[config.mk]
export PLATFORM = sky130hd
export DESIGN_NAME = fifo_push_arb
export DESIGN_NICKNAME = d
export VERILOG_FILES = /design/src/rtl/fifo_arb_pkg.sv /design/src/rtl/fifo_push_arb_rr_pick.sv /design/src/rtl/fifo_push_arb.sv
export SDC_FILE = /design/constraint.sdc
export NUM_CORES = 1
export LEC_CHECK = 0
export CAP_MARGIN = 20
export CORE_ASPECT_RATIO = 1.75
export CORE_MARGIN = 3
export CORE_UTILIZATION = 36
export CTS_BUF_LIST = sky130_fd_sc_hd__clkbuf_8
export CTS_CLUSTER_DIAMETER = 200
export DETAILED_ROUTE_END_ITERATION = 7
export PLACE_DENSITY = 0.75
export SLEW_MARGIN = 40
export SYNTH_ARGS = -nofsm -noshare
export SYNTH_HDL_FRONTEND = slang
export SYNTH_SLANG_ARGS = --single-unit
[constraint.sdc]
create_clock -name clk -period 2.2 [get_ports clk]
set_input_delay 0.44 -clock clk [delete_from_list [all_inputs] [get_ports clk]]
set_output_delay 0.44 -clock clk [all_outputs]
set_load 0.02 [all_outputs]
[src/rtl/fifo_arb_pkg.sv]
// Shared definitions for the FIFO push-side arbiter: FSM encoding,
// default geometry and the width of requester indices.
package fifo_arb_pkg;

  localparam int NREQ_DEF      = 4;
  localparam int DW_DEF        = 8;
  localparam int MAX_BURST_DEF = 4;
  localparam int ID_W          = 3;

  typedef enum logic {
    IDLE  = 1'b0,
    BURST = 1'b1
  } state_t;

endpackage

[src/rtl/fifo_push_arb_rr_pick.sv]
// Round-robin picker: returns the first requester with req set, searching
// upward from last+1 and wrapping at NREQ. Purely combinational.
module rr_pick
  import fifo_arb_pkg::*;
#(
  parameter int NREQ = NREQ_DEF
) (
  input  logic [NREQ-1:0] req,
  input  logic [ID_W-1:0] last,
  output logic [ID_W-1:0] pick,
  output logic            any
);

  // cand[gi] is the requester visited at search step gi; hit[gi] says it wants the FIFO
  logic [NREQ-1:0][ID_W-1:0] cand;
  logic [NREQ-1:0]           hit;

  generate
    for (genvar gi = 0; gi < NREQ; gi++) begin : g_cand
      assign cand[gi] = ID_W'((32'(last) + 32'(gi) + 32'd1) % 32'(NREQ));
      assign hit[gi]  = |(req & (NREQ'(1) << cand[gi]));
    end
  endgenerate

  // Earliest search step with a hit wins; scanning downward leaves the lowest step last
  always_comb begin
    pick = '0;
    any  = 1'b0;
    for (int k = NREQ - 1; k >= 0; k--) begin
      if (hit[k]) begin
        pick = cand[k];
        any  = 1'b1;
      end
    end
  end

endmodule

[src/rtl/fifo_push_arb.sv]
// Round-robin burst arbiter for the push side of the 8-deep FIFO. One owner
// at a time pushes up to MAX_BURST beats; a one-cycle IDLE bubble separates
// bursts while the next owner is picked.
module fifo_push_arb
  import fifo_arb_pkg::*;
#(
  parameter int NREQ      = NREQ_DEF,
  parameter int DW        = DW_DEF,
  parameter int MAX_BURST = MAX_BURST_DEF
) (
  input  logic               clk,
  input  logic               rst,
  input  logic [NREQ-1:0]    req,
  input  logic [NREQ*DW-1:0] data_in,
  input  logic               fifo_full,
  output logic [NREQ-1:0]    ack,
  output logic               fifo_push,
  output logic [DW-1:0]      fifo_din,
  output logic               owner_vld,
  output logic [ID_W-1:0]    owner_id
);

  state_t          state_reg, state_next;
  logic [ID_W-1:0] owner_reg, owner_next;
  logic [ID_W-1:0] last_reg, last_next;
  logic [3:0]      beats_reg, beats_next;

  logic [ID_W-1:0]         pick;
  logic                    any;
  logic [NREQ-1:0]         owner_sel;
  logic [NREQ-1:0][DW-1:0] masked;
  logic [DW-1:0]           owner_data;
  logic                    req_own;
  logic                    xfer;
  logic                    last_beat;

  rr_pick #(.NREQ(NREQ)) u_pick (
    .req  (req),
    .last (last_reg),
    .pick (pick),
    .any  (any)
  );

  // One-hot owner decode and per-requester data gating, so only the owner's req/data matter
  generate
    for (genvar gi = 0; gi < NREQ; gi++) begin : g_sel
      assign owner_sel[gi] = (owner_reg == ID_W'(gi));
      assign masked[gi]    = owner_sel[gi] ? data_in[gi*DW +: DW] : '0;
    end
  endgenerate

  // OR-reduce the gated data words into the owner's word
  always_comb begin
    owner_data = '0;
    for (int k = 0; k < NREQ; k++) begin
      owner_data = owner_data | masked[k];
    end
  end

  assign req_own   = |(req & owner_sel);
  assign xfer      = (state_reg == BURST) && req_own && !fifo_full;
  // Compare in 5 bits so beats+1 can never wrap before reaching MAX_BURST
  assign last_beat = (({1'b0, beats_reg} + 5'd1) == 5'(MAX_BURST));

  assign owner_vld = (state_reg == BURST);
  assign owner_id  = owner_reg;

  // Next-state logic plus the push-side outputs
  always_comb begin
    state_next = state_reg;
    owner_next = owner_reg;
    last_next  = last_reg;
    beats_next = beats_reg;
    ack        = '0;
    fifo_push  = 1'b0;
    fifo_din   = '0;
    case (state_reg)
      IDLE: begin
        if (any) begin
          owner_next = pick;
          beats_next = '0;
          state_next = BURST;
        end
      end
      BURST: begin
        if (xfer) begin
          fifo_push  = 1'b1;
          fifo_din   = owner_data;
          ack        = owner_sel;
          beats_next = beats_reg + 4'd1;
          if (last_beat) begin
            state_next = IDLE;
            last_next  = owner_reg;
          end
        end else if (!req_own) begin
          // Owner ran dry (full or not): release so others get a turn
          state_next = IDLE;
          last_next  = owner_reg;
        end
      end
      default: state_next = IDLE;
    endcase
  end

  // State register; last resets to NREQ-1 so requester 0 is searched first
  always_ff @(posedge clk or negedge rst) begin
    if (!rst) begin
      state_reg <= IDLE;
      owner_reg <= '0;
      last_reg  <= ID_W'(NREQ - 1);
      beats_reg <= '0;
    end else begin
      state_reg <= state_next;
      owner_reg <= owner_next;
      last_reg  <= last_next;
      beats_reg <= beats_next;
    end
  end

endmodule

==> qor.csv, run 1 <==
stage,metric,value,unit
route,drtAntennaViolNets,0,
synth,ys_cells,93,
critical_path,timing.rr.end,owner_id[0],
finish,diodes,0,
grt,grt_first_pass_wirelength,5.23,mm
route,drtIter0Drc,17,
grt,largest_net_degree_at_the_start_of_global_routing,16,
clock_network,clock_sink_count,9,
finish,finalNetCount,213,
timing,timing.clock.skew,0.00240,ns
pwr,report.power.total,2.17,mW
synth,yosysTopAreaCell,sky130_fd_sc_hd__dfrtp_1,
timing,final_hold_viol_count,0,
synth,ys_dominant_reg_cell,sky130_fd_sc_hd__dfrtp_1,
synth,async_reset_ff_share,100,%
synth,yosys-dominant-comb-family,multiplexers,
synth,synth.yosys.seq_area_share,21.7,%
synth,post_synth_inst_count,93,
grt,grt_antenna_before_repair,0,
synth,topCellsByArea,"sky130_fd_sc_hd__dfrtp_1 17%, sky130_fd_sc_hd__mux4_2 11%, sky130_fd_sc_hd__mux4_1 10%",
place,dp_hpwl,2.73,mm
floorplan,die_area,3620,um^2
synth,yosys.cell_types.count,43,
timing,max_freq,464,MHz
floorplan,fp.dieW,46.8,um
critical_path,rr_worst_depth,6,
critical_path,worstSetupPathDepth,4,
outcome,outcome,"complete, no violations",
timing,finalSetupTns,0,ns
critical_path,buffer_and_inverter_tally_for_the_worst_setup_path,2,
synth,synth.cellmix.compoundShare,22.1,%
## run 1: repair_timing
action                                  in CTS  in global routing
pin swaps                                    1                  0
endpoints found under the setup margin      13                 16
resized                                     57                  5
setup buffers                                0                  1
hold buffers                                 0                  0
## run 1: layout make-up
class | count | share of cell area [%]
multi-input combinational | 74 | 44.2
clock buffer | 3 | 2.34
timing repair buffer | 76 | 37.6
tap | 27 | 1.91
clock inverter | 1 | 0.213
inverter | 4 | 0.850
sequential | 9 | 13.0
## run 1: where the power goes
part	internal (mW)	switching, mW
Combinational	0.889	0.783
Clock	0.121	0.0610
Sequential	0.249	0.0658
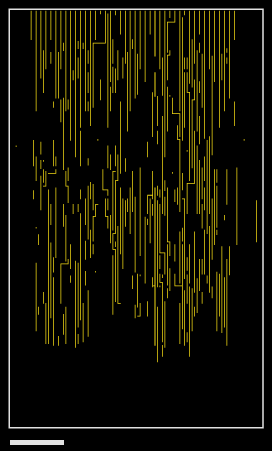
Run 1: met2 routing
Bar = 10 um.
wire length on this layer: 1970 um
nets with wire on the layer: 190
share of all routed wire: 59%
GR Layer Usage met2: 35.0%
routed wire length: 3.32 mm
routed vias: 1074

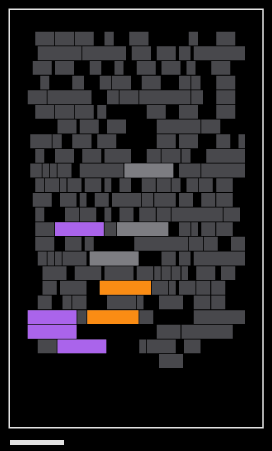
Run 1: register map, names as in the netlist
Bar = 10 um. Other sequential cells in the stronger grey, the rest of the logic in the fainter grey.
| colour | netlist name | placed flops |
|---|---|---|
| orange | `last_reg` | 2 |
| purple | `beats_reg` | 4 |
Final Util: 64.1%
share of the final layout cell area in sequential cells: 13.0%
Seq power: 315 uW
Sequential cell area: 229 um^2

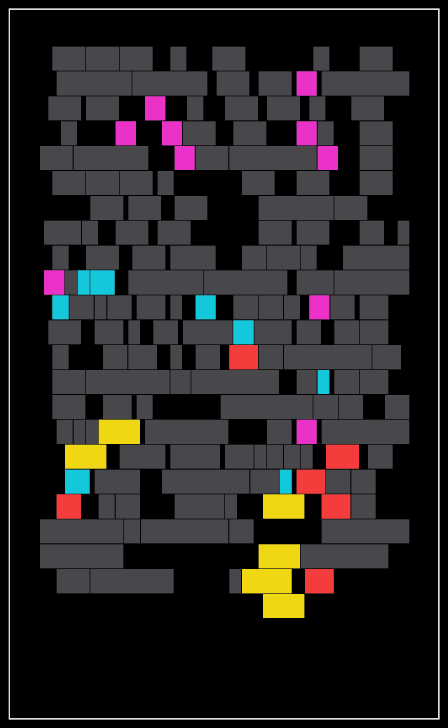
Run 1: logic cells by family
| colour | family | cells | most used |
|---|---|---|---|
| cyan | nor cells | 8 | nor2_1 |
| yellow | fa/ha/maj cells | 6 | ha_1 |
| magenta | and/or cells | 10 | and3_1 |
| red | non-inverting ao/oa cells | 6 | a22o_1 |
number of cells in the finished layout apart from fillers: 194
dominant logic cell type in the layout: sky130_fd_sc_hd__clkdlybuf4s50_1
logic gate fraction of the total cell area: 44.2%

==> run 1 -> run 2 <==
--- a/config.mk
+++ b/config.mk
@@ -13,7 +13,7 @@
 export CTS_CLUSTER_DIAMETER = 200
 export DETAILED_ROUTE_END_ITERATION = 7
 export PLACE_DENSITY = 0.75
-export SLEW_MARGIN = 40
+export SLEW_MARGIN = 10
 export SYNTH_ARGS = -nofsm -noshare
 export SYNTH_HDL_FRONTEND = slang
 export SYNTH_SLANG_ARGS = --single-unit
==> qor.csv, run 2 <==
stage,metric,value,unit,change
timing,final_hold_viol_count,0,,unchanged
grt,grt_antenna_before_repair,0,,unchanged
synth,ys_dominant_reg_cell,sky130_fd_sc_hd__dfrtp_1,,
place,dp_hpwl,2.73,mm,unchanged
route,drtAntennaViolNets,0,,unchanged
synth,post_synth_inst_count,93,,unchanged
synth,ys_cells,93,,unchanged
timing,max_freq,464,MHz,unchanged
synth,synth.yosys.seq_area_share,21.7,%,unchanged
clock_network,cts_tree,done,,
finish,final_core_util,64.1,%,unchanged
synth,async_reset_ff_share,100,%,unchanged
grt,grt_first_pass_wirelength,5.23,mm,unchanged
grt,largest_net_degree_at_the_start_of_global_routing,16,,unchanged
clock_network,cts_resized,57,,unchanged
critical_path,worstSetupPathDepth,4,,unchanged
route,drtIter0Drc,17,,unchanged
floorplan,die_area,3620,um^2,unchanged
clock_network,post_cts_buffers,0,,unchanged
floorplan,fp.dieW,46.8,um,unchanged
finish,final_area,1770,um^2,
finish,layout.area.seq,229,um^2,unchanged
finish,diodes,0,,unchanged
route,routed_wire_length,3.32,mm,unchanged
synth,yosysTopAreaCell,sky130_fd_sc_hd__dfrtp_1,,
timing,finalSetupTns,0,ns,unchanged
clock_network,ctsHoldBuffers,0,,unchanged
synth,netlist.area_leader.share,16.7,%,
clock_network,cts_inserted_buffers,3,,
grt,globalRouteMet2Util,35.0,%,unchanged
route,route.vias.total,1074,,unchanged
timing,timing.clock.skew,0.00240,ns,unchanged
clock_network,cts.path.max_buffers,2,,
outcome,outcome,"complete, no violations",,
critical_path,rr_worst_depth,6,,unchanged
critical_path,setup.worst_path.end,fifo_din[0],,
finish,finalNetCount,213,,unchanged
pwr,report.power.total,2.17,mW,unchanged
clock_network,clock_sink_count,9,,unchanged
synth,ys_chip_area,1050,um^2,
[run 2: cell counts after synthesis]
No cell type changed its count.
[run 2: power by group]
group / internal, mW / switching [mW]
sequential: 0.249 / 0.0658
combinational: 0.889 / 0.783
clock: 0.121 / 0.0610
total: 1.26 / 0.910
[run 2: layout make-up]
type	instances	share of cell area, %
tap	27	1.91
inverter	4	0.850
clock buffer	3	2.34
sequential	9	13.0
multi-input combinational	74	44.2
timing repair buffer	76	37.6
clock inverter	1	0.213
[run 2: cells by family after synthesis]
logic type / share of synthesized area [%]
and+or+nand+nor: 16.1
AOI/OAI and AO/OA: 22.1
muxes: 26.0
buffers and inverters: 4.89
DFF: 21.7
adders and majority gates: 7.16
xor gates and xnor gates: 1.67
other: 0.358
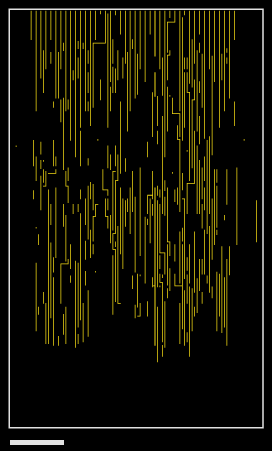
Run 2: met2 routing
Bar = 10 um.
share of all routed wire: 59%
main direction: vertical
nets with wire on the layer: 190
wire length on this layer: 1970 um
longest straight run: 29.2 um

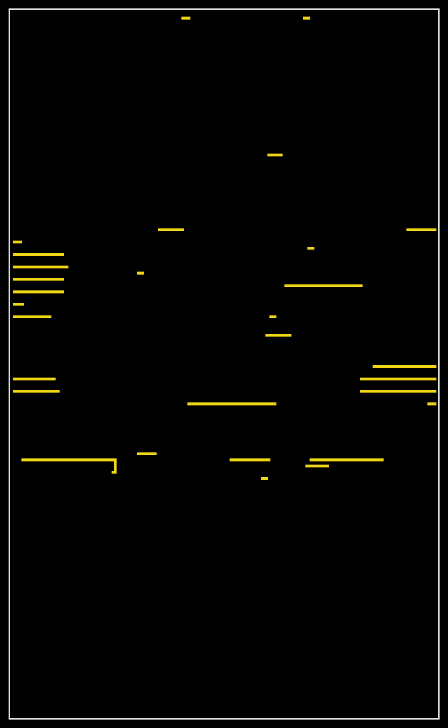
Run 2: met3 routing
nets with wire on the layer: 24
main direction: horizontal
longest straight run: 10.1 um
wire length on this layer: 117 um
share of all routed wire: 3.5%
met3 track demand over resource in global routing: 1.86%

==> run 2 -> run 3 <==
--- a/config.mk
+++ b/config.mk
@@ -5,14 +5,17 @@
 export SDC_FILE = /design/constraint.sdc
 export NUM_CORES = 1
 export LEC_CHECK = 0
+export ABC_AREA = 1
+export ABC_CLOCK_PERIOD_IN_PS = 2200
 export CAP_MARGIN = 20
 export CORE_ASPECT_RATIO = 1.75
 export CORE_MARGIN = 3
-export CORE_UTILIZATION = 36
+export CORE_UTILIZATION = 37
 export CTS_BUF_LIST = sky130_fd_sc_hd__clkbuf_8
 export CTS_CLUSTER_DIAMETER = 200
 export DETAILED_ROUTE_END_ITERATION = 7
-export PLACE_DENSITY = 0.75
+export PLACE_DENSITY = 0.76
+export SETUP_SLACK_MARGIN = 0.15
 export SLEW_MARGIN = 10
 export SYNTH_ARGS = -nofsm -noshare
 export SYNTH_HDL_FRONTEND = slang
==> qor.csv, run 3 <==
stage,metric,value,unit,change
finish,clk_share,2.21,%,-0.34 points
floorplan,die_area,3590,um^2,-0.75%
synth,synth_xor_xnor_area_share,1.64,%,-0.031 points
pwr,report.power.total,2.54,mW,+17%
synth,ys_cells,168,,+81%
synth,ys_chip_area,1070,um^2,+1.9%
synth,yosys-mux-area-fraction,0,%,-26 points
pwr,pwr.group.combinational,2.03,mW,+22%
place,dp_hpwl,2.94,mm,+7.8%
pwr,power.clock.total,189,uW,+4%
synth,post_synth_inst_count,168,,+81%
clock_network,cts_resized,85,,+49%
finish,num-nonclk-inverters,23,,+19
grt,grt_first_pass_wirelength,5.83,mm,+11%
floorplan,fp.dieW,46.6,um,-0.36%
floorplan,n_tap_cell,27,,unchanged
finish,flops,9,,unchanged
pwr,power.sequential.fraction,12.6,%,-1.9 points
synth,synth.yosys.seq_area_share,21.3,%,-0.41 points
finish,final_area,2030,um^2,+15%
clock_network,clock_sink_count,9,,unchanged
grt,grt_antenna_before_repair,0,,unchanged
finish,non_clock_buffer_area_share,39.0,%,+1.4 points
pwr,sw_frac_of_total,48.4,%,+6.4 points
finish,diodes,0,,unchanged
clock_network,ctsHoldBuffers,0,,unchanged
pwr,share_comb_of_total_power,80.0,%,+2.9 points
clock_network,cts_tree,done,,
timing,final_hold_viol_count,0,,unchanged
critical_path,rr_worst_depth,11,,+5
route,route.vias.total,1425,,+33%
finish,multiInputCombCellCount,133,,+80%
outcome,outcome,"complete, no violations",,
-- run 3: netlist changes by cell type after synthesis, moves of 5 or more --
cell | before | now
sky130_fd_sc_hd__nand3_1 | 3 | 8
sky130_fd_sc_hd__nand2_1 | 6 | 63
sky130_fd_sc_hd__a21oi_2 | 0 | 8
sky130_fd_sc_hd__mux4_2 | 5 | 0
sky130_fd_sc_hd__nor2_1 | 3 | 18
sky130_fd_sc_hd__inv_1 | 4 | 20
sky130_fd_sc_hd__a221oi_1 | 0 | 8
sky130_fd_sc_hd__and3_1 | 9 | 0
-- run 3: layer usage --
layer | global-route usage (%) | vias up
li1 | - | 704
met1 | 19.3 | 661
met2 | 40.7 | 49
met3 | 5.40 | 11
met4 | 7.76 | 0
met5 | 0 | -
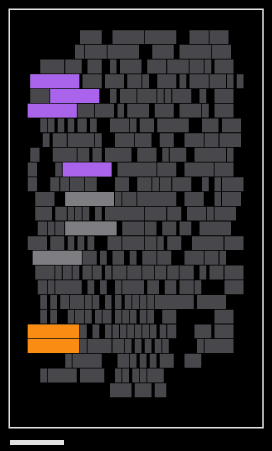
Run 3: register map, names as in the netlist
Bar = 10 um. Other sequential cells in the stronger grey, the rest of the logic in the fainter grey.
| colour | netlist name | placed flops |
|---|---|---|
| purple | `beats_reg` | 4 |
| orange | `last_reg` | 2 |
not coloured: 3
share of the final layout cell area in sequential cells: 11.3%
Seq power: 320 uW
Final Util: 74.8%

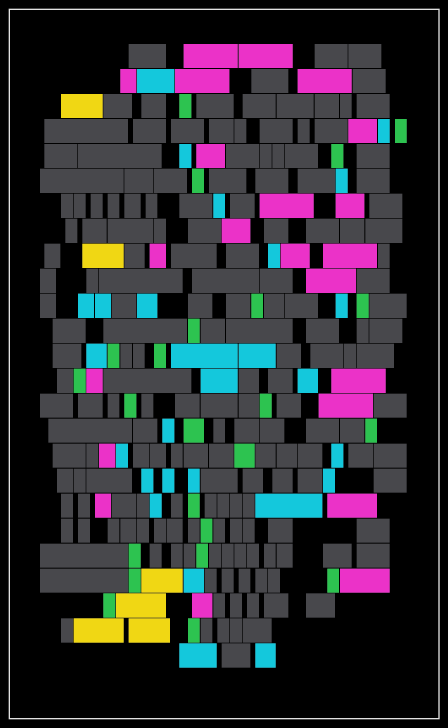
Run 3: logic cells by family
| colour | family | cells | most used |
|---|---|---|---|
| cyan | nor cells | 27 | nor2_1 |
| green | inv cells | 23 | inv_1 |
| magenta | aoi and oai cells | 22 | a21oi_4 |
| yellow | fa/ha/maj cells | 6 | ha_1 |
logic gate fraction of the total cell area: 41.4%
dominant logic cell type in the layout: sky130_fd_sc_hd__nand2_1
number of cells in the finished layout apart from fillers: 281

No activity file was given, so power comes from the tool's default toggle rates.
